`src/rtl/delay_line_ctrl_if.sv`:
```
// Request/response bundle between a client and delay_line_ctrl.
// The client (master) issues req/op/addr/wdata; the controller (slave)
// answers with busy, a one-cycle done pulse and the last word read.
interface delay_line_ctrl_if #(
  parameter int AW         = 4,
  parameter int WORD_WIDTH = 36
);
  logic                  req;
  logic [1:0]            op;
  logic [AW-1:0]         addr;
  logic [WORD_WIDTH-1:0] wdata;
  logic                  busy;
  logic                  done;
  logic [WORD_WIDTH-1:0] rdata;

  modport master (
    output req, op, addr, wdata,
    input  busy, done, rdata
  );

  modport slave (
    input  req, op, addr, wdata,
    output busy, done, rdata
  );
endinterface

```
`src/rtl/delay_line_ctrl.sv`:
```
// Word-access controller for one serial recirculating delay line.
// A free-running bit counter tracks which logical bit sits at the line
// output; reads shift the addressed word out of the line into a parallel
// register, writes gate new bits into the line, clear holds the line's
// clear input low for one full revolution. Every line-facing output and
// the done/busy status come straight from flops.
module delay_line_ctrl #(
  parameter int STORE_LEN  = 16,
  parameter int WORD_WIDTH = 36,
  parameter int AW         = (STORE_LEN > 1) ? $clog2(STORE_LEN) : 1,
  localparam int N         = STORE_LEN * WORD_WIDTH,
  localparam int CW        = $clog2(N)
) (
  input  logic              clk,
  input  logic              rst_n,
  delay_line_ctrl_if.slave  bus,
  output logic [CW-1:0]     bit_cnt,
  output logic              dl_data_in,
  output logic              dl_data_in_gate,
  output logic              dl_data_clr,
  input  logic              dl_data_out
);

  typedef enum logic [2:0] {
    ST_IDLE  = 3'd0,
    ST_WAIT  = 3'd1,
    ST_XFER  = 3'd2,
    ST_CLEAR = 3'd3,
    ST_DONE  = 3'd4
  } state_t;

  localparam logic [1:0]    OP_READ     = 2'b00;
  localparam logic [1:0]    OP_WRITE    = 2'b01;
  localparam logic [1:0]    OP_CLEAR    = 2'b10;
  localparam logic [1:0]    OP_RSVD     = 2'b11;
  localparam logic [CW-1:0] CNT_LAST    = CW'(N - 1);
  localparam logic [CW-1:0] WORD_LAST   = CW'(WORD_WIDTH - 1);
  localparam logic [31:0]   STORE_LEN_W = 32'(STORE_LEN);
  localparam logic [31:0]   WORD_W      = 32'(WORD_WIDTH);

  // Logical index of bit 0 of word a in the counter's frame.
  function automatic logic [CW-1:0] word_base(input logic [AW-1:0] a);
    return CW'(32'(a) * WORD_W);
  endfunction

  state_t                state_r, state_s;
  logic [CW-1:0]         bit_cnt_r, bit_cnt_inc_s;
  logic [1:0]            op_r, op_s;
  logic [CW-1:0]         base_r, base_s;
  logic [WORD_WIDTH-1:0] wdata_r, wdata_s;
  logic [CW-1:0]         clr_cnt_r, clr_cnt_s;
  logic [WORD_WIDTH-1:0] shadow_r, shadow_s;
  logic [WORD_WIDTH-1:0] rdata_r, rdata_s;
  logic [WORD_WIDTH-1:0] bit_mask_s;
  logic [CW-1:0]         off_now_s, off_next_s;
  logic                  xfer_now_s, xfer_last_s, xfer_next_s;
  logic                  addr_ok_s;
  logic                  gate_s, din_s;
  logic                  gate_r, din_r, clr_n_r, busy_r, done_r;

  // Counter value after the coming edge, wrapping N-1 -> 0.
  always_comb begin
    if (bit_cnt_r == CNT_LAST) begin
      bit_cnt_inc_s = '0;
    end else begin
      bit_cnt_inc_s = bit_cnt_r + CW'(1'b1);
    end
  end

  // Free-running bit-position counter locked to the line's recirculation.
  always_ff @(posedge clk or negedge rst_n) begin
    if (!rst_n) begin
      bit_cnt_r <= '0;
    end else begin
      bit_cnt_r <= bit_cnt_inc_s;
    end
  end

  // Is the coming edge a transfer edge, and is it the last one of the word.
  // WAIT only starts the transfer when the counter sits exactly on the word
  // base, so a request accepted mid-window waits a full revolution.
  always_comb begin
    off_now_s   = bit_cnt_r - base_r;
    xfer_now_s  = (state_r == ST_XFER) ||
                  ((state_r == ST_WAIT) && (bit_cnt_r == base_r));
    xfer_last_s = xfer_now_s && (off_now_s == WORD_LAST);
    addr_ok_s   = (32'(bus.addr) < STORE_LEN_W);
  end

  // Next-state and request-context logic.
  always_comb begin
    state_s   = state_r;
    op_s      = op_r;
    base_s    = base_r;
    wdata_s   = wdata_r;
    clr_cnt_s = clr_cnt_r;
    case (state_r)
      ST_IDLE: begin
        if (bus.req) begin
          op_s      = bus.op;
          base_s    = word_base(bus.addr);
          wdata_s   = bus.wdata;
          clr_cnt_s = '0;
          if (bus.op == OP_CLEAR) begin
            state_s = ST_CLEAR;
          end else if ((bus.op == OP_RSVD) || !addr_ok_s) begin
            state_s = ST_DONE;
          end else begin
            state_s = ST_WAIT;
          end
        end else begin
          state_s = ST_IDLE;
        end
      end
      ST_WAIT: begin
        if (xfer_last_s) begin
          state_s = ST_DONE;
        end else if (xfer_now_s) begin
          state_s = ST_XFER;
        end else begin
          state_s = ST_WAIT;
        end
      end
      ST_XFER: begin
        if (xfer_last_s) begin
          state_s = ST_DONE;
        end else begin
          state_s = ST_XFER;
        end
      end
      ST_CLEAR: begin
        if (clr_cnt_r == CNT_LAST) begin
          state_s = ST_DONE;
        end else begin
          clr_cnt_s = clr_cnt_r + CW'(1'b1);
          state_s   = ST_CLEAR;
        end
      end
      ST_DONE: begin
        state_s = ST_IDLE;
      end
      default: begin
        state_s = ST_IDLE;
      end
    endcase
  end

  // Read path: merge the line output into the shadow word on transfer edges
  // and publish the completed word together with the done pulse.
  always_comb begin
    bit_mask_s = WORD_WIDTH'(1'b1) << off_now_s;
    shadow_s   = shadow_r;
    rdata_s    = rdata_r;
    if (xfer_now_s && (op_r == OP_READ)) begin
      if (dl_data_out) begin
        shadow_s = shadow_r | bit_mask_s;
      end else begin
        shadow_s = shadow_r & ~bit_mask_s;
      end
    end else begin
      shadow_s = shadow_r;
    end
    if (xfer_last_s && (op_r == OP_READ)) begin
      rdata_s = shadow_s;
    end else begin
      rdata_s = rdata_r;
    end
  end

  // Write path: look one cycle ahead so the gate and data flops are already
  // valid during every cycle whose following edge is a transfer edge.
  always_comb begin
    off_next_s  = bit_cnt_inc_s - base_s;
    xfer_next_s = (state_s == ST_XFER) ||
                  ((state_s == ST_WAIT) && (bit_cnt_inc_s == base_s));
    if (xfer_next_s && (op_s == OP_WRITE)) begin
      gate_s = 1'b1;
      din_s  = |(wdata_s & (WORD_WIDTH'(1'b1) << off_next_s));
    end else begin
      gate_s = 1'b0;
      din_s  = 1'b0;
    end
  end

  // FSM state and latched request context.
  always_ff @(posedge clk or negedge rst_n) begin
    if (!rst_n) begin
      state_r   <= ST_IDLE;
      op_r      <= OP_READ;
      base_r    <= '0;
      wdata_r   <= '0;
      clr_cnt_r <= '0;
      shadow_r  <= '0;
    end else begin
      state_r   <= state_s;
      op_r      <= op_s;
      base_r    <= base_s;
      wdata_r   <= wdata_s;
      clr_cnt_r <= clr_cnt_s;
      shadow_r  <= shadow_s;
    end
  end

  // Registered outputs so the line and the client see glitch-free signals.
  always_ff @(posedge clk or negedge rst_n) begin
    if (!rst_n) begin
      gate_r  <= 1'b0;
      din_r   <= 1'b0;
      clr_n_r <= 1'b1;
      busy_r  <= 1'b0;
      done_r  <= 1'b0;
      rdata_r <= '0;
    end else begin
      gate_r  <= gate_s;
      din_r   <= din_s;
      clr_n_r <= (state_s != ST_CLEAR);
      busy_r  <= (state_s != ST_IDLE);
      done_r  <= (state_s == ST_DONE);
      rdata_r <= rdata_s;
    end
  end

  assign bit_cnt         = bit_cnt_r;
  assign dl_data_in      = din_r;
  assign dl_data_in_gate = gate_r;
  assign dl_data_clr     = clr_n_r;
  assign bus.busy        = busy_r;
  assign bus.done        = done_r;
  assign bus.rdata       = rdata_r;

endmodule

```
`src/flat_wrapper.sv`:
```
// flat-port wrapper written by rule: the top's interface ports become plain ports
module delay_line_ctrl_flat 
#(
  parameter int STORE_LEN  = 16,
  parameter int WORD_WIDTH = 36,
  parameter int AW         = (STORE_LEN > 1) ? $clog2(STORE_LEN) : 1,
  localparam int N         = STORE_LEN * WORD_WIDTH,
  localparam int CW        = $clog2(N)
)
  (clk, rst_n, bit_cnt, dl_data_in, dl_data_in_gate, dl_data_clr, dl_data_out, bus_req, bus_op, bus_addr, bus_wdata, bus_busy, bus_done, bus_rdata);
  delay_line_ctrl_if #(.AW(AW), .WORD_WIDTH(WORD_WIDTH)) bus_i ();
  input  logic clk;
  input  logic rst_n;
  output logic [CW-1:0] bit_cnt;
  output logic dl_data_in;
  output logic dl_data_in_gate;
  output logic dl_data_clr;
  input  logic dl_data_out;
  input wire logic [$bits(bus_i.req)-1:0] bus_req;
  input wire logic [$bits(bus_i.op)-1:0] bus_op;
  input wire logic [$bits(bus_i.addr)-1:0] bus_addr;
  input wire logic [$bits(bus_i.wdata)-1:0] bus_wdata;
  output wire logic [$bits(bus_i.busy)-1:0] bus_busy;
  output wire logic [$bits(bus_i.done)-1:0] bus_done;
  output wire logic [$bits(bus_i.rdata)-1:0] bus_rdata;
  assign bus_i.req = bus_req;
  assign bus_i.op = bus_op;
  assign bus_i.addr = bus_addr;
  assign bus_i.wdata = bus_wdata;
  assign bus_busy = bus_i.busy;
  assign bus_done = bus_i.done;
  assign bus_rdata = bus_i.rdata;
  delay_line_ctrl #(.STORE_LEN(STORE_LEN), .WORD_WIDTH(WORD_WIDTH), .AW(AW)) u_core (.clk(clk), .rst_n(rst_n), .bus(bus_i), .bit_cnt(bit_cnt), .dl_data_in(dl_data_in), .dl_data_in_gate(dl_data_in_gate), .dl_data_clr(dl_data_clr), .dl_data_out(dl_data_out));
endmodule
```
`config.mk`:
```
export PLATFORM = sky130hd
export DESIGN_NAME = delay_line_ctrl_flat
export DESIGN_NICKNAME = d
export VERILOG_FILES = /design/src/rtl/delay_line_ctrl_if.sv /design/src/rtl/delay_line_ctrl.sv /design/src/flat_wrapper.sv
export SDC_FILE = /design/constraint.sdc
export NUM_CORES = 1
export LEC_CHECK = 0
export CAP_MARGIN = 25
export CELL_PAD_IN_SITES_DETAIL_PLACEMENT = 0
export CELL_PAD_IN_SITES_GLOBAL_PLACEMENT = 1
export CORE_AREA = 2 2 131 133
export CTS_CLUSTER_DIAMETER = 200
export DETAILED_ROUTE_END_ITERATION = 16
export DIE_AREA = 0 0 133 135
export PLACE_DENSITY = 0.94
export SYNTH_ARGS = -nofsm -noshare
export SYNTH_HDL_FRONTEND = slang
export SYNTH_SLANG_ARGS = --single-unit
```
`constraint.sdc`:
```
create_clock -name clk -period 7.3 [get_ports clk]
set_input_delay 1.46 -clock clk [delete_from_list [all_inputs] [get_ports clk]]
set_output_delay 1.46 -clock clk [all_outputs]
set_load 0.005 [all_outputs]
```
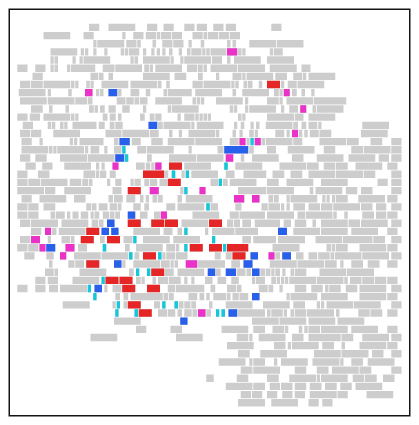
(logic cells by family)
Drawn at 3 px/µm.
cyan -> inverters  # cells 29, most used inv_1
magenta -> AND and OR gates  # cells 23, most used and3_1
red -> adder and majority cells  # cells 25, most used ha_1
blue -> AND-OR and OR-AND gates  # cells 22, most used a21o_1

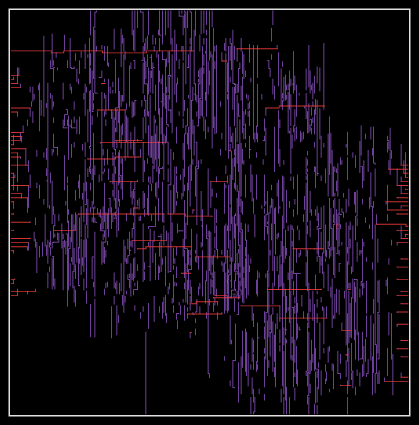
(metal layers overlaid)
Drawn at 3 px/µm. Only two layers are drawn.
red -> met3  # wire length 573 µm
purple -> met2  # wire length 8,020 µm

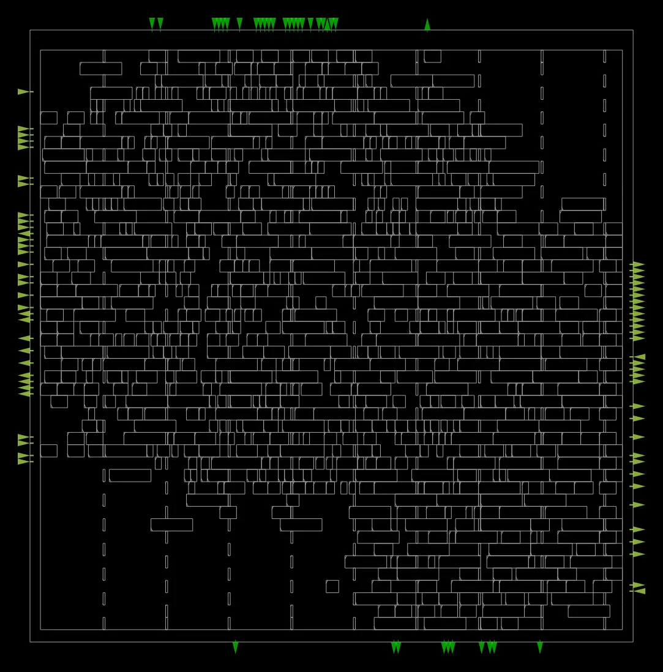
(cell outlines without signal wires)
sequential share of cell area: 39.02%
fill count: 1,382
# Taps: 220
Cell Rows: 47

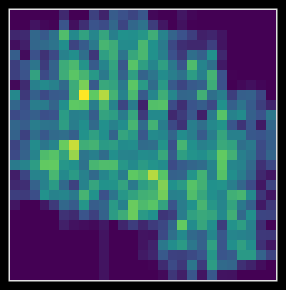
(wiring heat map)
Drawn at 2 px/µm. 27 x 27 tiles, from dark purple (low) to yellow (high), scaled to the fullest tile. Values are wire area over tile area, all layers added.
mean over tiles = 0.15
densest ninth of the die = center
emptiest ninth of the die = south-west
tiles over half the peak = 22%

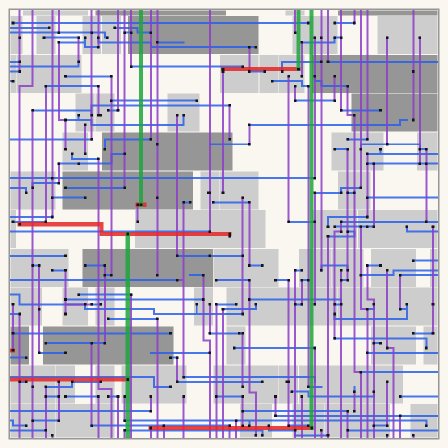
(close-up of the layout)
Window x 52 to 82, y 52 to 82 µm. Cells in gray, sequential cells in the stronger gray; small squares are vias.
purple -> met2
blue -> met1
green -> met4
red -> met3
cells with their middle in the window = 56
sequential cells in the window = 7
most frequent = inv_1 (9), ha_1 (6), dfrtp_1 (6)
netlist names of flops here include = u_core.base_r (3), u_core.bit_cnt (2)

==> results_dict.tcl <==
# place-and-route summary
set metrics [dict create \
    h-tree-depth 4 \
    met2_usage_pct 32.01 \
    place_area_um2 8807 \
    num_vias 5589 \
    hold-path-endpoint "u_core.wdata_r[28]$_DFF_PN0_" \
    cts_hold_buf 0 \
    p_leak_nw 4.267 \
    wire_per_inst_um 16.19 \
    rr_worst_depth 12 \
    worstMarginPinSlew_ps 829.1 \
    critPathBufInv 2 \
    routed_wl_um 17030 \
    finalSetupTns_ps 0 \
    synth_nets 800 \
    die_w_um 133 \
    antenna_found_initial 0 \
    gp_congestion 0.9089 \
    max_stage_delay_ps 970 \
    synth.most_common_cell "nand2_1" \
    min-delay-start "u_core.wdata_r[28]$_DFF_PN0_" \
    synth_cells 729 \
    top_area_share_pct 47.67 \
    simple_gate_area_share_pct 18.40 \
    use_met1_pct 27.23 \
    top_layer "met4" \
    ctsResizeCount 0 \
    dpl_worst_slack_ps 1520 \
    hpwlAfterDp_um 12300 \
    status "completed" \
    ys_sh_aoi_pct 8.488 \
    fin_ws_ps 2002 \
    p_int_mw 1.969 \
    io_pins 97 \
    r2r_slack_ps 2900 \
    fin_crit_sh_pct 72.57 \
    synth_adder_area_share_pct 4.277 \
    clock_path_buffers 2 \
    yosys_warnings 0 \
    ys_ff 147 \
    crit_end "u_core.dl_data_in$_DFF_PN0_" \
    final_layout_top_logic_cell "nand2_1" \
    clock_skew_ps 8.938 \
    grt_first_pass_wirelength_um 28200 \
    fp.dieH_um 135 \
    ff_type "dfrtp_1" \
    crit_required_ps 7640 \
    fmax_ghz 0.1888 \
    chipArea_um2 17960 \
    drc 0 \
    grt_max_degree 93 \
    clock.latency.late_pin_ps 430 \
    grt_pass1_vias 5591 \
    powerClk_uw 924 \
    synthTopCellsByCount "nand2_1, dfrtp_1, nor2_1" \
    wl_met2_um 8022 \
    antenna_cells 0 \
    r2r_start "u_core.bit_cnt[0]$_DFF_PN0_" \
    pg_seq_mw 1.04 \
    netlist.top_cell.by_area "dfrtp_1" \
    worstSetupPathType "input pin to register" \
    edf_count 0 \
    top_cells_by_area "dfrtp_1, nand2_1, mux2_1" \
    power_density_nw_per_um2 325.4 \
    fin_nets 890 \
    timing.final.hold_violations 0 \
    critical_path_arrival_ps 5640 \
    cts_tree "done" \
    power_mw 3.069 \
    power.group.top "combinational cells" \
    hold_depth 2 \
    clkPwrFrac_pct 30.1 \
    met3_length_um 572 \
    ys_async_sr_fraction_pct 100.0 \
    top_logic_kind "simple AND/OR/NAND/NOR gates" \
    comb_power_mw 1.11 \
    p_seq_share_pct 33.8 \
    path_clk_slew_ps 60 \
    path_delay_family "simple AND/OR/NAND/NOR gates" \
    cts_buffers 17 \
    p_comb_share_pct 36.0 \
    ys_seq_share_pct 48.01 \
    p_sw_mw 1.100 \
    post_cts_buffers 0 \
    port_buffers 96 \
    coreArea_um2 16410 \
    drtAntennaViolNets 0 \
    cp-end-kind "register" \
    grt_busiest_layer "met2" \
    crit_slowest_cell "or4b_2" \
    cap_violations 0 \
    stdcell_count 1052 \
    crit_path_max_fanout 38 \
    slew_violations 0 \
    route.layer.met1.wl_um 8130 \
    rsz0062_at_grt "false" \
    numClockSinks 147 \
    finalCriticalPeriod_ps 5298 \
    syn2layout_area_growth_pct 23.03 \
    layout-drive-gt1-share_pct 12.50 \
    gr-total-overflow 0 \
    warnings 26 \
    max-slew-margin-rel_pct 44.73 \
    cp-startpoint "bus_req" \
    hold_path.class "register to register" \
    place_inst 1020 \
    p_sw_share_pct 35.85 \
    drtIter0Drc 341 \
    ys_sh_xor_pct 3.428 \
    gr-usage-met3_pct 3.529 \
    finalSetupViolCount 0 \
    yosysCellCount 729 \
]
## worst min-delay path, delay by kind of cell (launching register included)
kind / cells / cell delay (ps)
flip-flops: 1 / 320
AND/OR/NAND/NOR: 2 / 120
## final cells by class
type,instances,area (µm²),share of cell area [%]
clock buffer,17,425.4,4.511
clock inverter,15,197.7,2.096
inverter,29,108.9,1.154
multi-input combinational,523,3724,39.49
sequential,147,3680,39.02
tap,220,275.3,2.919
timing repair buffer,101,1020,10.81
## stage by stage
step	hold WS, ps	util (%)
6_report	474.5	57.48
5_1_grt	492.0	57.48
4_1_cts	473.6	57.48
3_5_place_dp	459.2	53.68
3_3_place_gp	452.7	53.51
2_1_floorplan	433.6	-
